`src/rtl/window_extrema_tracker.sv`:
```
// Windowed min/max tracker: running extrema plus per-window latched
// results with sample positions and a completed-window counter.
module window_extrema_tracker #(
  parameter int unsigned DATA_W  = 9,
  parameter int unsigned WIN_LEN = 32'h5FA000,
  parameter int unsigned CNT_W   = 32,
  parameter int unsigned WCNT_W  = 16
) (
  input  logic              clock,
  input  logic              rst_n,
  input  logic              wren,
  input  logic [DATA_W-1:0] data_in,
  input  logic              clr,
  output logic [DATA_W-1:0] run_min,
  output logic [DATA_W-1:0] run_max,
  output logic              run_valid,
  output logic [DATA_W-1:0] min_out,
  output logic [DATA_W-1:0] max_out,
  output logic [CNT_W-1:0]  min_pos,
  output logic [CNT_W-1:0]  max_pos,
  output logic              win_done,
  output logic [WCNT_W-1:0] win_count
);

  localparam logic [CNT_W-1:0]  LAST_IDX = CNT_W'(WIN_LEN - 1);
  localparam logic [DATA_W-1:0] ONES     = '1;

  logic [CNT_W-1:0]  idx;
  logic [CNT_W-1:0]  run_min_pos;
  logic [CNT_W-1:0]  run_max_pos;

  logic              take_min;
  logic              take_max;
  logic              last;
  logic [DATA_W-1:0] nxt_min;
  logic [DATA_W-1:0] nxt_max;
  logic [CNT_W-1:0]  nxt_min_pos;
  logic [CNT_W-1:0]  nxt_max_pos;

  // First sample of a window seeds both extrema regardless of value.
  always_comb begin
    take_min    = !run_valid || (data_in < run_min);
    take_max    = !run_valid || (data_in > run_max);
    nxt_min     = take_min ? data_in : run_min;
    nxt_max     = take_max ? data_in : run_max;
    nxt_min_pos = take_min ? idx : run_min_pos;
    nxt_max_pos = take_max ? idx : run_max_pos;
    last        = (idx == LAST_IDX);
  end

  always_ff @(posedge clock or negedge rst_n) begin
    if (!rst_n) begin
      idx         <= '0;
      run_valid   <= 1'b0;
      run_min     <= ONES;
      run_max     <= '0;
      run_min_pos <= '0;
      run_max_pos <= '0;
      min_out     <= ONES;
      max_out     <= '0;
      min_pos     <= '0;
      max_pos     <= '0;
      win_done    <= 1'b0;
      win_count   <= '0;
    end else begin
      win_done <= 1'b0;
      if (clr) begin
        idx         <= '0;
        run_valid   <= 1'b0;
        run_min     <= ONES;
        run_max     <= '0;
        run_min_pos <= '0;
        run_max_pos <= '0;
      end else if (wren) begin
        if (last) begin
          min_out     <= nxt_min;
          max_out     <= nxt_max;
          min_pos     <= nxt_min_pos;
          max_pos     <= nxt_max_pos;
          win_done    <= 1'b1;
          win_count   <= win_count + 1'b1;
          idx         <= '0;
          run_valid   <= 1'b0;
          run_min     <= ONES;
          run_max     <= '0;
          run_min_pos <= '0;
          run_max_pos <= '0;
        end else begin
          run_min     <= nxt_min;
          run_max     <= nxt_max;
          run_min_pos <= nxt_min_pos;
          run_max_pos <= nxt_max_pos;
          run_valid   <= 1'b1;
          idx         <= idx + 1'b1;
        end
      end
    end
  end

endmodule

```
`config.mk`:
```
export PLATFORM = sky130hd
export DESIGN_NAME = window_extrema_tracker
export DESIGN_NICKNAME = d
export VERILOG_FILES = /design/src/rtl/window_extrema_tracker.sv
export SDC_FILE = /design/constraint.sdc
export NUM_CORES = 1
export LEC_CHECK = 0
export CAP_MARGIN = 20
export CORE_MARGIN = 4
export CORE_UTILIZATION = 45
export DETAILED_ROUTE_END_ITERATION = 16
export PLACE_DENSITY_LB_ADDON = 0.12
export SYNTH_ARGS = -nofsm -noshare
export SYNTH_HDL_FRONTEND = slang
export SYNTH_SLANG_ARGS = --single-unit
```
`constraint.sdc`:
```
create_clock -name clock -period 2.85 [get_ports clock]
set_input_delay 0.855 -clock clock [delete_from_list [all_inputs] [get_ports clock]]
set_output_delay 0.855 -clock clock [all_outputs]
set_load 0.02 [all_outputs]
```
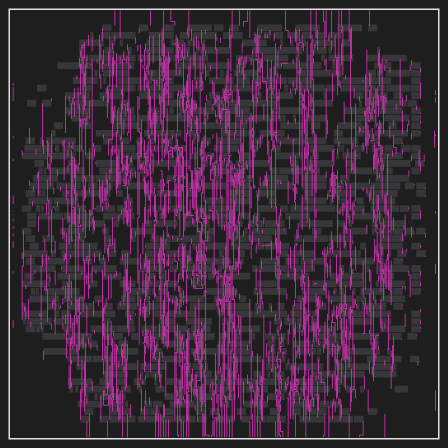
*Met2 routing*
894 nets have wire on it. The layer holds 44% of the routed length. The longest straight run is 56.1 µm.
final wirelength: 24800 µm
met2 usage: 31.5%
via count: 7609

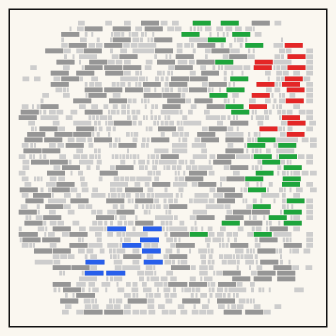
*Sequential cells grouped by signal name*
Key: blue = run_min [placed flops 9, where bottom center]; green = max_pos [placed flops 32]; red = win_count [placed flops 16, where upper right]
Another 157 sequential cells are not colored.

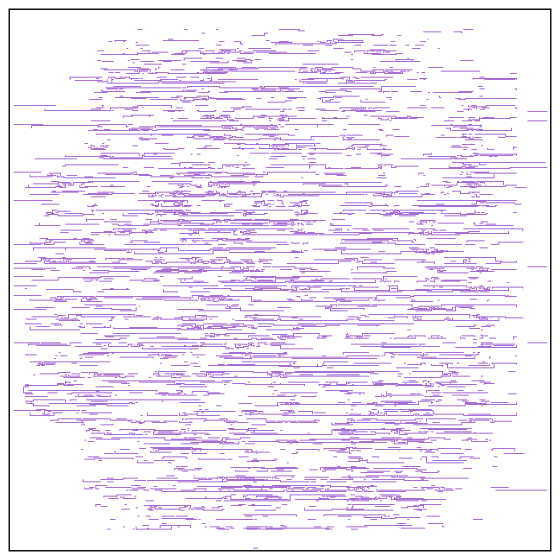
*M1 wires*
The longest straight run is 39.6 µm. The layer carries 12100 µm of wire.
met1 usage: 33.1%

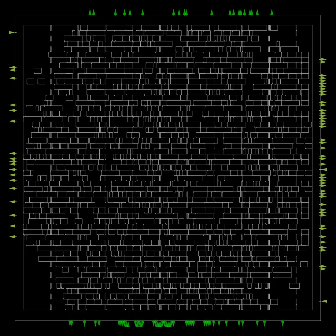
*Placed standard cells*
Flops: 214
flop share of the area: 42.7%
Layout Cells excl Fill: 1374
core footprint: 0.0211 mm²

==> metrics.cfg <==
[status]
status = completed

[drt]
wl_met1_um = 12100
detail_route.iter0.violations = 442
wire_per_inst_um = 18.1
antenna_left = 0
wl_met2_um = 11000
wl_met3_um = 1500

[placement]
place_ws_ps = -374
portBuffers = 130
dp.cells = 1331
gp_congestion = 0.868
hpwl_um = 17100
placed_area_mm2 = 0.0117

[synthesis]
yosys.cell_types.count = 51
synth_nets = 963
synth_stat.cells = 931
top_cells_by_count = 196 x dfrtp_1, 132 x nand2_1, 68 x o21ai_0
yosys_area_mm2 = 0.00969
synth_top_area_share_pct = 50.6
flop_cell = dfrtp_1
synth_flop_count = 214
top_cells_by_area = dfrtp_1 51%, nand2_1 5.1%, dfstp_2 4.9%
syn_area_mm2 = 0.00969
ys_seq_share_pct = 55.5
synth_area_leader_cell = dfrtp_1
async_flop_share_pct = 100
synth-edff-count = 0
yosysMostFrequentCell = dfrtp_1

[critical_path]
critical-path-max-stage-delay_ps = 430
cp-endpoint = run_min_pos[30]
required_ps = 3290
cp-end-kind = flop
reg2reg_slack_ps = 340
worstPathMaxFanout = 13
start_kind = primary input
worstPathArrival_ps = 3150
critical_path_class = primary input to flop

[finish]
final_cell_area_mm2 = 0.0126
layout.nets = 1114
syn2layout_area_growth_pct = 30.2
final_core_util_pct = 59.8
drive_above_1_share_pct = 13.5
fillers = 1828
seq_area_mm2 = 0.00538

[final_timing]
fmax_mhz = 369
slew_violations = 0
finalCriticalPeriod_ps = 2710
hold_violations = 0
setup_viol = 0
finalCritPeriodShare_pct = 95.2
fin_ws_ps = 138
finalSetupTns_ps = 0
fin_hold_ws_ps = 311
max-slew-margin-rel_pct = 68.4
skew_ps = 12.9

[global_route]
gr-usage-all-layers_pct = 21.1
gr-total-overflow = 0
grt_pass1_vias = 7487
grt_pass1_wl_um = 41700

[clocking]
root_buffer = clkbuf_16
cts_sinks = 214
clock_latency_ps = 510
postCtsSetupRepairBufs = 0
clock_path_buffers = 3
clk_pin_slew_worst_paths_ps = 60

[pwr]
finalPower_uw = 6990
leakage_uw = 0.00587
ir_drop_uv = 435

[flow_run]
cap_violations = 0
warning_count = 26

[floorplanning]
fp-utilization_pct = 45.9
fp.dieH_um = 155
die_w_um = 155
boundaryPins = 131

## registers in the layout, summed over array words and instances (netlist names), 16 cells and up
name and flops:
idx 32, max_pos 32, min_pos 32, run_max_pos 32
run_min_pos 32, win_count 16
## power by group
group,switching (µW),internal (µW)
Combinational,345,248
Clock,1200,2050
Sequential,50.6,3100
## cell usage in the layout (no fill, tap or decap), drive strengths merged, types with 22 or more instances in the layout
cell	netlist	routed
dfrtp	196	196
nand2	132	132
clkdlybuf4s50	0	129
buf	32	74
o21ai	71	71
nor2	55	55
a22o	45	45
mux2i	42	42
a21oi	36	36
clkbuf	47	36
a32o	32	32
nand3	29	29
inv	26	26
a31oi	22	22
## critical path: cells and delay by family
kind,cells,cell delay (ps)
compound gates,4,940
buf+inv,3,800
fa+ha+maj,1,310
simple gates,1,240
## metal layers
metal  track usage (%)  vias up
met5                 0        -
met4              3.45        0
met3              3.13       24
met2              31.5      226
met1              33.1     3707
li1                  -     3652
## logic make-up (layout without fill, tap and decap cells)
| group | Yosys count | after routing | synth area share [%] |
|---|---|---|---|
| adder cells (fa/ha/maj) | 19 | 19 | 2.45 |
| multiplexers | 44 | 44 | 4.57 |
| flip-flops | 214 | 214 | 55.5 |
| buffers and inverters | 105 | 273 | 4.59 |
| AND-OR/OR-AND | 234 | 234 | 16.8 |
| AND/OR/NAND/NOR | 295 | 295 | 14.3 |
| XOR/XNOR | 20 | 20 | 1.81 |
## what timing repair did
action	CTS	global route
gates resized	0	4
endpoints found under the hold margin	0	0
setup endpoints to repair	0	54
hold buffers	0	0
## area by class of cell
cell class                 count  share of cell area [%]
clock inverter                 8                   0.963
tap                          275                    2.73
sequential                   214                    42.7
timing repair buffer         204                    16.1
clock buffer                  35                    5.82
inverter                      26                   0.774
multi-input combinational    612                    30.9
No activity file was given, so power comes from the tool's default toggle rates.
